--- src/rtl/colparity_pkg.sv ---
// Shared types and default sizes for the column-parity sequencer.
package colparity_pkg;

   // Controller states
   typedef enum logic [1:0] {
      ST_IDLE  = 2'd0,
      ST_READ  = 2'd1,
      ST_DRAIN = 2'd2,
      ST_DONE  = 2'd3
   } state_t;

   // Default row width and memory address width
   localparam int DATA_W_DEF = 16;
   localparam int ADDR_W_DEF = 6;

endpackage : colparity_pkg

--- src/rtl/colparity_if.sv ---
// Control and memory-port bundle for the column-parity sequencer.
// The slave modport is the sequencer; the master modport is its environment
// (top-level control plus the matrix memory).
interface colparity_if
   import colparity_pkg::*;
#(
   parameter int DATA_W = DATA_W_DEF,
   parameter int ADDR_W = ADDR_W_DEF
) ();

   logic              start;
   logic [ADDR_W-1:0] base_addr;
   logic [ADDR_W:0]   row_count;
   logic              mem_rd;
   logic [ADDR_W-1:0] mem_addr;
   logic [DATA_W-1:0] mem_data;
   logic              busy;
   logic              done;
   logic [DATA_W-1:0] parity_out;

   modport slave (
      input  start, base_addr, row_count, mem_data,
      output mem_rd, mem_addr, busy, done, parity_out
   );

   modport master (
      output start, base_addr, row_count, mem_data,
      input  mem_rd, mem_addr, busy, done, parity_out
   );

endinterface : colparity_if

--- src/rtl/colparity_row_addr_gen.sv ---
// Row address up-counter and remaining-row down-counter for the sequencer.
// o_addr_nxt exposes the value the address counter will take at the next
// edge, so the owner can register a memory address that lines up with it.
module row_addr_gen #(
   parameter int ADDR_W = 6
) (
   input  logic              clk,
   input  logic              rst,
   input  logic              i_load,
   input  logic              i_step,
   input  logic [ADDR_W-1:0] i_base,
   input  logic [ADDR_W:0]   i_count,
   output logic [ADDR_W-1:0] o_addr,
   output logic [ADDR_W-1:0] o_addr_nxt,
   output logic              o_last
);

   logic [ADDR_W-1:0] r_addr;
   logic [ADDR_W:0]   r_rem;
   logic [ADDR_W-1:0] w_addr_nxt;
   logic [ADDR_W:0]   w_rem_nxt;

   // Next values: load wins over step; address wraps naturally modulo 2^ADDR_W
   always_comb begin
      w_addr_nxt = r_addr;
      w_rem_nxt  = r_rem;
      if (i_load) begin
         w_addr_nxt = i_base;
         w_rem_nxt  = i_count;
      end else if (i_step) begin
         w_addr_nxt = r_addr + {{(ADDR_W-1){1'b0}}, 1'b1};
         w_rem_nxt  = r_rem - {{ADDR_W{1'b0}}, 1'b1};
      end else begin
         w_addr_nxt = r_addr;
         w_rem_nxt  = r_rem;
      end
   end

   // Counter registers
   always_ff @(posedge clk) begin
      if (rst) begin
         r_addr <= {ADDR_W{1'b0}};
         r_rem  <= {(ADDR_W+1){1'b0}};
      end else begin
         r_addr <= w_addr_nxt;
         r_rem  <= w_rem_nxt;
      end
   end

   assign o_addr     = r_addr;
   assign o_addr_nxt = w_addr_nxt;
   assign o_last     = (r_rem == {{ADDR_W{1'b0}}, 1'b1});

endmodule : row_addr_gen

--- src/rtl/colparity_ctrl.sv ---
// Column-parity sequencer: walks a block of matrix rows, one read per cycle,
// XOR-accumulates the returned rows and presents the result with a done pulse.
// All interface outputs are registered from the next-state decode so they
// change only on the clock edge.
module colparity_ctrl
   import colparity_pkg::*;
#(
   parameter int DATA_W = DATA_W_DEF,
   parameter int ADDR_W = ADDR_W_DEF
) (
   input  logic        clk,
   input  logic        rst,
   colparity_if.slave  bus
);

   state_t            r_state;
   state_t            w_state_nxt;

   logic              r_mem_rd;
   logic [ADDR_W-1:0] r_mem_addr;
   logic              r_busy;
   logic              r_done;
   logic [DATA_W-1:0] r_parity_out;
   logic              r_rd_d1;
   logic [DATA_W-1:0] r_acc;

   logic              w_accept;
   logic              w_last;
   logic [ADDR_W-1:0] w_addr;
   logic [ADDR_W-1:0] w_addr_nxt;
   logic              w_mem_rd_nxt;
   logic [ADDR_W-1:0] w_mem_addr_nxt;
   logic              w_busy_nxt;
   logic              w_done_nxt;
   logic [DATA_W-1:0] w_acc_nxt;
   logic [DATA_W-1:0] w_parity_nxt;

   // A start is only honoured in IDLE; everywhere else it is ignored
   assign w_accept = (r_state == ST_IDLE) && bus.start;

   row_addr_gen #(
      .ADDR_W (ADDR_W)
   ) u_row_addr_gen (
      .clk        (clk),
      .rst        (rst),
      .i_load     (w_accept),
      .i_step     (r_state == ST_READ),
      .i_base     (bus.base_addr),
      .i_count    (bus.row_count),
      .o_addr     (w_addr),
      .o_addr_nxt (w_addr_nxt),
      .o_last     (w_last)
   );

   // State register
   always_ff @(posedge clk) begin
      if (rst) begin
         r_state <= ST_IDLE;
      end else begin
         r_state <= w_state_nxt;
      end
   end

   // Next-state logic
   always_comb begin
      w_state_nxt = r_state;
      case (r_state)
         ST_IDLE: begin
            if (bus.start) begin
               if (bus.row_count != {(ADDR_W+1){1'b0}}) begin
                  w_state_nxt = ST_READ;
               end else begin
                  w_state_nxt = ST_DONE;
               end
            end else begin
               w_state_nxt = ST_IDLE;
            end
         end
         ST_READ: begin
            if (w_last) begin
               w_state_nxt = ST_DRAIN;
            end else begin
               w_state_nxt = ST_READ;
            end
         end
         ST_DRAIN: w_state_nxt = ST_DONE;
         ST_DONE:  w_state_nxt = ST_IDLE;
         default:  w_state_nxt = ST_IDLE;
      endcase
   end

   // Output and datapath next values, decoded from the upcoming state.
   // mem_addr only moves when a read will be issued, so it holds otherwise.
   // parity_out is cleared on accept and loaded with the final accumulation
   // on entry to DONE, so it reads 0 for the rest of the operation.
   always_comb begin
      w_mem_rd_nxt   = (w_state_nxt == ST_READ);
      w_busy_nxt     = (w_state_nxt != ST_IDLE);
      w_done_nxt     = (w_state_nxt == ST_DONE);
      w_mem_addr_nxt = r_mem_addr;
      w_acc_nxt      = r_acc;
      w_parity_nxt   = r_parity_out;
      if (w_state_nxt == ST_READ) begin
         w_mem_addr_nxt = w_addr_nxt;
      end else begin
         w_mem_addr_nxt = r_mem_addr;
      end
      if (w_accept) begin
         w_acc_nxt = {DATA_W{1'b0}};
      end else if (r_rd_d1) begin
         w_acc_nxt = r_acc ^ bus.mem_data;
      end else begin
         w_acc_nxt = r_acc;
      end
      if (w_accept) begin
         w_parity_nxt = {DATA_W{1'b0}};
      end else if (w_state_nxt == ST_DONE) begin
         w_parity_nxt = w_acc_nxt;
      end else begin
         w_parity_nxt = r_parity_out;
      end
   end

   // Registered outputs, read-valid delay line and accumulator
   always_ff @(posedge clk) begin
      if (rst) begin
         r_mem_rd     <= 1'b0;
         r_mem_addr   <= {ADDR_W{1'b0}};
         r_busy       <= 1'b0;
         r_done       <= 1'b0;
         r_parity_out <= {DATA_W{1'b0}};
         r_rd_d1      <= 1'b0;
         r_acc        <= {DATA_W{1'b0}};
      end else begin
         r_mem_rd     <= w_mem_rd_nxt;
         r_mem_addr   <= w_mem_addr_nxt;
         r_busy       <= w_busy_nxt;
         r_done       <= w_done_nxt;
         r_parity_out <= w_parity_nxt;
         r_rd_d1      <= r_mem_rd;
         r_acc        <= w_acc_nxt;
      end
   end

   assign bus.mem_rd     = r_mem_rd;
   assign bus.mem_addr   = r_mem_addr;
   assign bus.busy       = r_busy;
   assign bus.done       = r_done;
   assign bus.parity_out = r_parity_out;

   // The live address counter is consumed through its next value only
   logic w_addr_unused;
   assign w_addr_unused = ^w_addr;

endmodule : colparity_ctrl

--- src/flat_wrapper.sv ---
// flat-port wrapper written by rule: the top's interface ports become plain ports
module colparity_ctrl_flat import colparity_pkg::*;
#(
   parameter int DATA_W = DATA_W_DEF,
   parameter int ADDR_W = ADDR_W_DEF
)
  (clk, rst, bus_start, bus_base_addr, bus_row_count, bus_mem_data, bus_mem_rd, bus_mem_addr, bus_busy, bus_done, bus_parity_out);
  colparity_if #(.DATA_W(DATA_W), .ADDR_W(ADDR_W)) bus_i ();
  input  logic clk;
  input  logic rst;
  input wire logic [$bits(bus_i.start)-1:0] bus_start;
  input wire logic [$bits(bus_i.base_addr)-1:0] bus_base_addr;
  input wire logic [$bits(bus_i.row_count)-1:0] bus_row_count;
  input wire logic [$bits(bus_i.mem_data)-1:0] bus_mem_data;
  output wire logic [$bits(bus_i.mem_rd)-1:0] bus_mem_rd;
  output wire logic [$bits(bus_i.mem_addr)-1:0] bus_mem_addr;
  output wire logic [$bits(bus_i.busy)-1:0] bus_busy;
  output wire logic [$bits(bus_i.done)-1:0] bus_done;
  output wire logic [$bits(bus_i.parity_out)-1:0] bus_parity_out;
  assign bus_i.start = bus_start;
  assign bus_i.base_addr = bus_base_addr;
  assign bus_i.row_count = bus_row_count;
  assign bus_i.mem_data = bus_mem_data;
  assign bus_mem_rd = bus_i.mem_rd;
  assign bus_mem_addr = bus_i.mem_addr;
  assign bus_busy = bus_i.busy;
  assign bus_done = bus_i.done;
  assign bus_parity_out = bus_i.parity_out;
  colparity_ctrl #(.DATA_W(DATA_W), .ADDR_W(ADDR_W)) u_core (.clk(clk), .rst(rst), .bus(bus_i));
endmodule
--- config.mk ---
export PLATFORM = sky130hd
export DESIGN_NAME = colparity_ctrl_flat
export DESIGN_NICKNAME = d
export VERILOG_FILES = /design/src/rtl/colparity_pkg.sv /design/src/rtl/colparity_if.sv /design/src/rtl/colparity_row_addr_gen.sv /design/src/rtl/colparity_ctrl.sv /design/src/flat_wrapper.sv
export SDC_FILE = /design/constraint.sdc
export NUM_CORES = 1
export LEC_CHECK = 0
export CORE_ASPECT_RATIO = 1.75
export CORE_UTILIZATION = 44
export CTS_CLUSTER_SIZE = 10
export DETAILED_ROUTE_END_ITERATION = 8
export PLACE_DENSITY = 0.75
export SETUP_SLACK_MARGIN = 0.05
export SYNTH_ARGS = -nofsm -noshare
export SYNTH_HDL_FRONTEND = slang
export SYNTH_HIERARCHICAL = 1
export SYNTH_SLANG_ARGS = --single-unit
--- constraint.sdc ---
create_clock -name clk -period 1.9 [get_ports clk]
set_clock_uncertainty 0.1 [all_clocks]
set_input_delay 0.38 -clock clk [delete_from_list [all_inputs] [get_ports clk]]
set_output_delay 0.38 -clock clk [all_outputs]
set_load 0.02 [all_outputs]
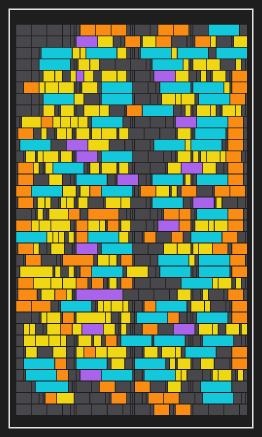
Run 1: cell classes on the final placement
Fill, decap, tap and diode cells in grey.
Key: clock drivers and dummy loads = purple [cells 15]; registers = cyan [cells 57]; remaining buffers and delay cells = orange [cells 83]; remaining logic cells = yellow [cells 172]
CORE AREA: 5062 um2
final core utilization: 66.63%

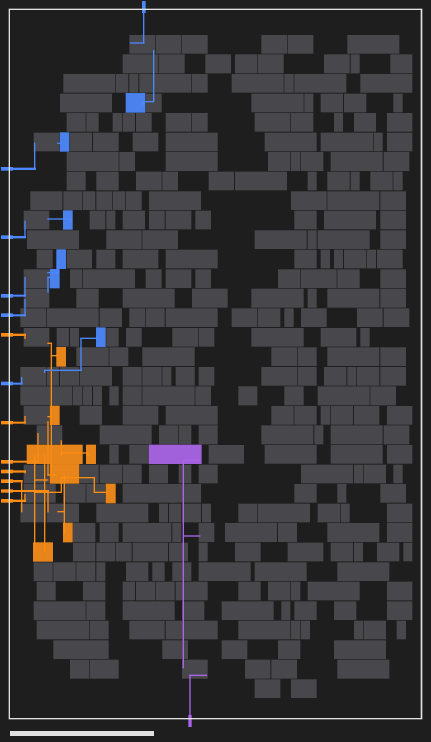
Run 1: I/O nets highlighted
Bar = 20 um.
Key: bus_base_addr = blue [bits 6, direction input, edge 5 left, 1 top, end cells 6, wire 57.4 um]; bus_row_count = orange [bits 7, direction input, edge left, end cells 9, wire 116 um]; bus_mem_rd = purple [bits 1, direction output, edge bottom, end cells 1, wire 41.4 um]
IO Port Bufs: 56
# IOs: 57

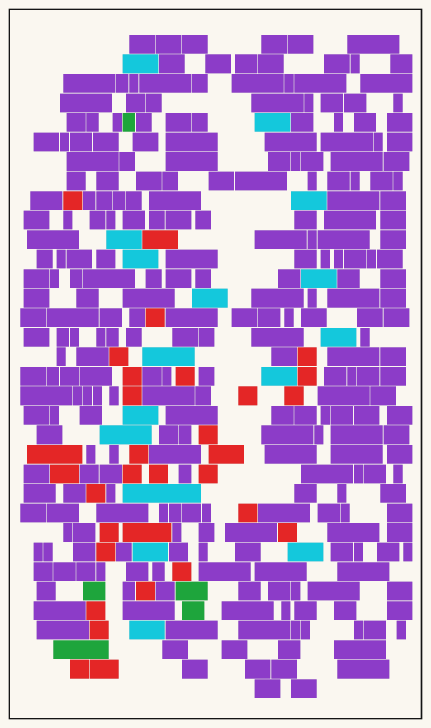
Run 1: cells by drive strength
Key: x1 and smaller = purple [cells 275, share 84%]; x3 and x4 = red [cells 31, share 9.5%]; x6 and larger = cyan [cells 16, share 4.9%]; x2 = green [cells 5, share 1.5%]

==> out/metrics.yaml, run 1 <==
routing:
  via_per_inst: 5.118
  dr_wl_met2_um: 2592
  firstDrtPassIters: 7
  drtIter0Drc: 63
  top_layer_used: "met4"
  wirelength_met1_um: 1983
  ant_nets: 0
  detail_route.wl_per_cell_um: 12.83
  route.detailed.drc: 7
run:
  max-cap-violations: 0
layout:
  seq_area_um2: 1142
  dominant_cells: "flip-flops and latches"
  fin_cells: 381
  antenna_cells: 0
  fillers: 410
  lay_top_cells: "56 x dfxtp_1, 54 x clkdlybuf4s50_1, 27 x nand2_1"
  mostFrequentLayoutCell: "dfxtp_1"
  comb_area_um2: 1130
  nonClockInverterCount: 7
  n_all_buffers: 83
sta:
  setup_violations: 4
  rsz0062_at_grt: "true"
  maxSlewHeadroom_pct: 74.57
  fin_ws_ns: -0.01464
  fin_setup_tns_ns: -0.03826
  max_freq_mhz: 522.3
  worst_slew_pin_slew_ns: 0.3761
  fin_crit_ns: 1.915
clocking:
  cts_inserted_buffers: 9
  post_cts_buffers: 0
  cts.sinks: 57
  htreeDepth: 3
  clock_path_buffers: 2
critical_path:
  arrival_ns: 2.08
  crit_buf_inv: 1
  cp_max_fo: 6
  crit_path_start: "u_core/u_row_addr_gen/r_rem[4]"
  cp-endpoint: "u_core/bus.mem_addr[2]"
  cp_slowest_cell: "or4_4"
synth:
  aoi_share_pct: 14.13
  async_reset_ff_share_pct: 0
  ys_top_logic_family: "simple AND/OR/NAND/NOR gates"
  ys_ff: 57
  yosys.stat.seqShare_pct: 48.61
  edf_count: 0
  syn-cell-area_um2: 2347
  yosys.cell_count.top_type: "dfxtp_1"
  common_cells: "57 x dfxtp_1, 27 x nand2_1, 25 x nor2_1, 21 x xor2_1, 16 x a22o_1"
  yosysWarnings: 6
  ys_sh_adder_pct: 1.599
  post_synth_num_cell_types: 36
  topCellsByArea: "dfxtp_1 49%, xor2_1 7.8%, a22o_1 6.0%, nand2_1 4.3%, nor2_1 4.0%"
power_and_ir_drop:
  power_frac_seq_pct: 41.8
  power-top-group: "registers"
  power.leakage_nw: 1.354
  combPwrFrac_pct: 21.4
  pg_clk_mw: 1.18
  design_power_total_mw: 3.209
  p_clk_share_pct: 36.8
  comb-power_mw: 0.686
placed_design:
  post_dp_cell_area_um2: 3108
die:
  n_tap_cell: 54
  fp_util_pct: 46.37
  num_rows: 34
  fp.dieArea_um2: 5642
worst_hold_path:
  holdPathStages: 3
  hold_path.startpoint: "bus_row_count[4]"
  hold_class: "input pin to flop"
outcome:
  status: "finished with violations"
  violations: "DRC, setup timing"
Run 1, cell outlines without signal wires:
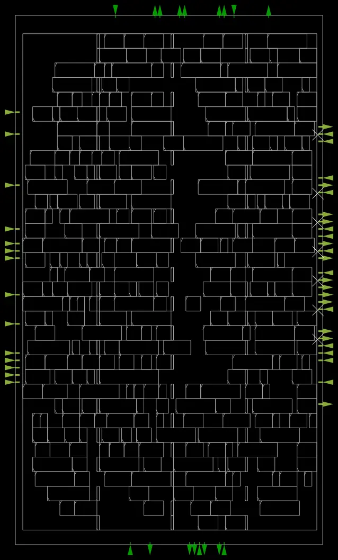

==> run 1 -> run 2 <==
--- a/config.mk
+++ b/config.mk
@@ -5,11 +5,14 @@
 export SDC_FILE = /design/constraint.sdc
 export NUM_CORES = 1
 export LEC_CHECK = 0
+export ABC_AREA = 1
+export CAP_MARGIN = 10
 export CORE_ASPECT_RATIO = 1.75
-export CORE_UTILIZATION = 44
+export CORE_MARGIN = 10
+export CORE_UTILIZATION = 46
 export CTS_CLUSTER_SIZE = 10
 export DETAILED_ROUTE_END_ITERATION = 8
-export PLACE_DENSITY = 0.75
+export PLACE_DENSITY = 0.76
 export SETUP_SLACK_MARGIN = 0.05
 export SYNTH_ARGS = -nofsm -noshare
 export SYNTH_HDL_FRONTEND = slang
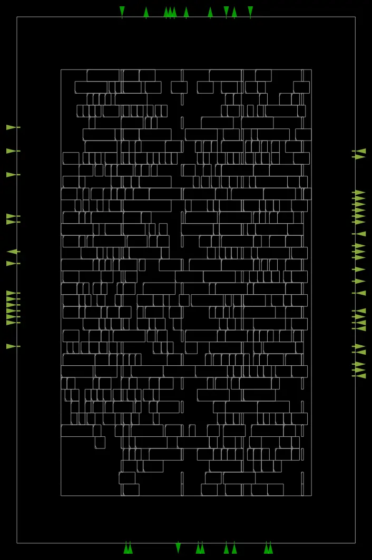
Run 2: cell outlines without signal wires
flop share of the area: 31.19%
Flops: 57
Tapcells: 76
CORE AREA: 5630 um2

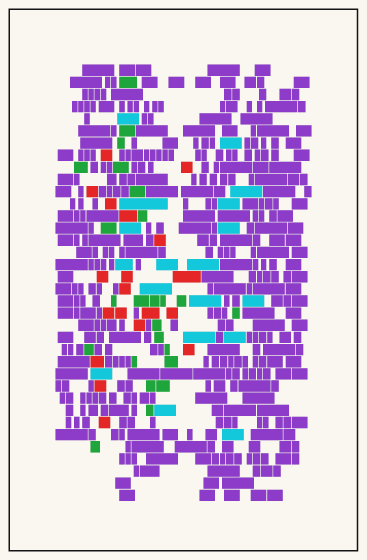
Run 2: cells by drive strength
Key: x1 and smaller = purple [cells 383, share 86%]; x3 and x4 = red [cells 19, share 4.3%]; x2 = green [cells 24, share 5.4%]; x6 and larger = cyan [cells 18, share 4.1%]

==> out/metrics.yaml, run 2 <==
outcome:
  status: "finished, final reports clean"
sta:
  fin_crit_ns: 1.795
  worst_slew_pin_slew_ns: 0.6314
  fin_ws_ns: 0.1045
  fin_setup_tns_ns: 0
  maxSlewHeadroom_pct: 57.86
  rsz0062_at_grt: "true"
  setup_violations: 0
layout:
  n_all_buffers: 76
  dominant_cells: "combinational gates"
  comb_area_um2: 1309
  nonClockInverterCount: 34
  post-route-util_pct: 64.98
  mostFrequentLayoutCell: "nand2_1"
  lay_top_cells: "63 x nand2_1, 57 x dfxtp_1, 56 x clkdlybuf4s50_1"
  seq_area_um2: 1141
power_and_ir_drop:
  pg_clk_mw: 1.15
  power-top-group: "registers"
  power_frac_seq_pct: 38.2
  comb-power_mw: 1.12
  p_clk_share_pct: 31.3
  design_power_total_mw: 3.682
  combPwrFrac_pct: 30.4
  power.leakage_nw: 1.526
clocking:
  post_cts_buffers: 0
  clock_path_buffers: 2
  htreeDepth: 3
  cts_inserted_buffers: 9
  cts.sinks: 57
synth:
  aoi_share_pct: 11.87
  ys_top_logic_family: "simple AND/OR/NAND/NOR gates"
  yosysWarnings: 6
  edf_count: 0
  yosys.stat.seqShare_pct: 42.62
  topCellsByArea: "dfxtp_1 43%, nand2_1 8.8%, a21oi_1 8.0%, nor2_1 7.9%, nand3_1 7.7%"
  yosys.cell_count.top_type: "nand2_1"
  ys_sh_adder_pct: 1.402
  post_synth_num_cell_types: 30
  async_reset_ff_share_pct: 0
run:
  max-cap-violations: 0
critical_path:
  cp_slowest_cell: "clkdlybuf4s50_1"
  cp-endpoint: "bus_parity_out[8]"
  crit_path_start: "u_core/bus.parity_out[8]"
  crit_buf_inv: 1
  arrival_ns: 1.32
  cp_max_fo: 2
routing:
  dr_wl_met2_um: 3751
  firstDrtPassIters: 5
  wirelength_met1_um: 2827
  detail_route.wl_per_cell_um: 13.60
  ant_nets: 0
  drtIter0Drc: 228
  route.detailed.drc: 0
  top_layer_used: "met4"
die:
  fp_util_pct: 47.56
  die_h_um: 120.9
  pin_count: 57
  num_rows: 36
placed_design:
  portBuffers: 56
  post_dp_cell_area_um2: 3440
worst_hold_path:
  hold_path.startpoint: "u_core/bus.mem_rd"
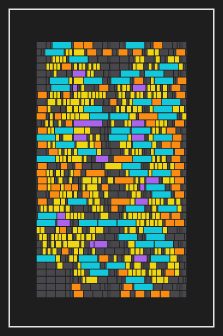
Run 2: cell classes on the final placement
Fill, decap, tap and diode cells in grey.
Key: registers = cyan [cells 57]; remaining buffers and delay cells = orange [cells 76]; remaining logic cells = yellow [cells 295]; clock drivers and dummy loads = purple [cells 16]

==> run 2 -> run 3 <==
--- a/config.mk
+++ b/config.mk
@@ -10,6 +10,7 @@
 export CORE_ASPECT_RATIO = 1.75
 export CORE_MARGIN = 10
 export CORE_UTILIZATION = 46
+export CTS_CLUSTER_DIAMETER = 200
 export CTS_CLUSTER_SIZE = 10
 export DETAILED_ROUTE_END_ITERATION = 8
 export PLACE_DENSITY = 0.76
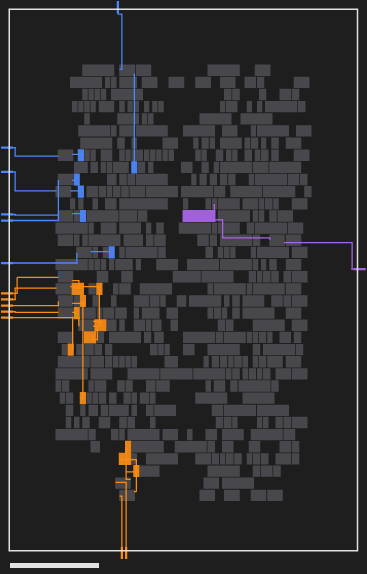
Run 3: I/O nets highlighted
Bar = 20 um.
Key: bus_mem_rd = purple [bits 1, direction output, edge right, end cells 1, wire 40.5 um]; bus_row_count = orange [bits 7, direction input, edge 5 left, 2 bottom, end cells 14, wire 178 um]; bus_base_addr = blue [bits 6, direction input, edge 5 left, 1 top, end cells 6, wire 120 um]

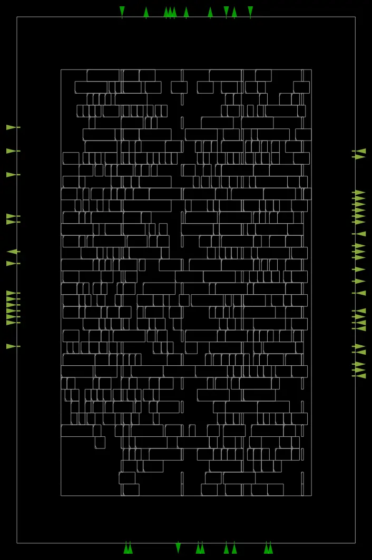
Run 3: cell outlines without signal wires
filler instances: 517
Finished Layout Cells: 520

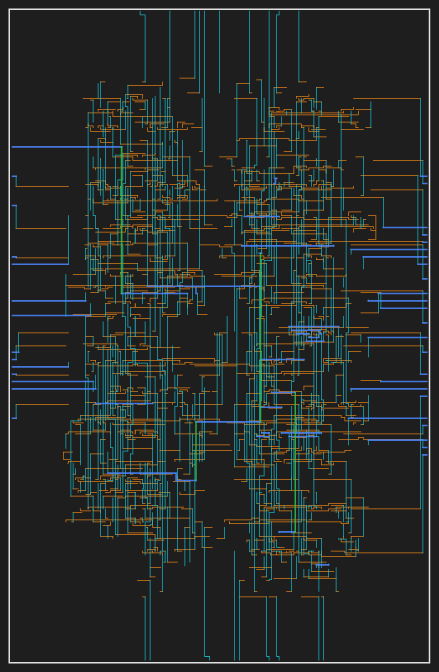
Run 3: signal wires by layer
Key: M1 = orange [wire length 2,830 um]; M3 = blue [wire length 397 um]; M4 = green [wire length 95.2 um]; M2 = cyan [wire length 3,750 um]

==> out/metrics.yaml, run 3 <==
outcome:
  status: "finished, final reports clean"
sta:
  fin_setup_tns_ns: 0
  fin_crit_ns: 1.795
  maxSlewHeadroom_pct: 57.86
  rsz0062_at_grt: "true"
clocking:
  cts.sinks: 57
  clock_path_buffers: 2
  htreeDepth: 3
  post_cts_buffers: 0
power_and_ir_drop:
  comb-power_mw: 1.12
  pg_clk_mw: 1.15
  p_clk_share_pct: 31.3
  power.leakage_nw: 1.526
  design_power_total_mw: 3.682
layout:
  seq_share_pct: 31.19
  comb_area_um2: 1309
  n_all_buffers: 76
  mostFrequentLayoutCell: "nand2_1"
  flop-count: 57
  antenna_cells: 0
worst_hold_path:
  hold_class: "flop to flop"
  hold_path.startpoint: "u_core/bus.mem_rd"
critical_path:
  crit_buf_inv: 1
  crit_path_start: "u_core/bus.parity_out[8]"
  arrival_ns: 1.32
die:
  fp_util_pct: 47.56
  coreArea_um2: 5630
  num_rows: 36
  pin_count: 57
placed_design:
  portBuffers: 56
routing:
  route.detailed.drc: 0
  top_layer_used: "met4"
  drtIter0Drc: 228
synth:
  syn-cell-area_um2: 2678
  yosysWarnings: 6
  ys_top_logic_family: "simple AND/OR/NAND/NOR gates"
  common_cells: "63 x nand2_1, 57 x dfxtp_1, 56 x nor2_1, 43 x a21oi_1, 41 x nand3_1"
  aoi_share_pct: 11.87
  yosys.stat.seqShare_pct: 42.62
  ys_ff: 57
Power is estimated from default activity; no workload was simulated.
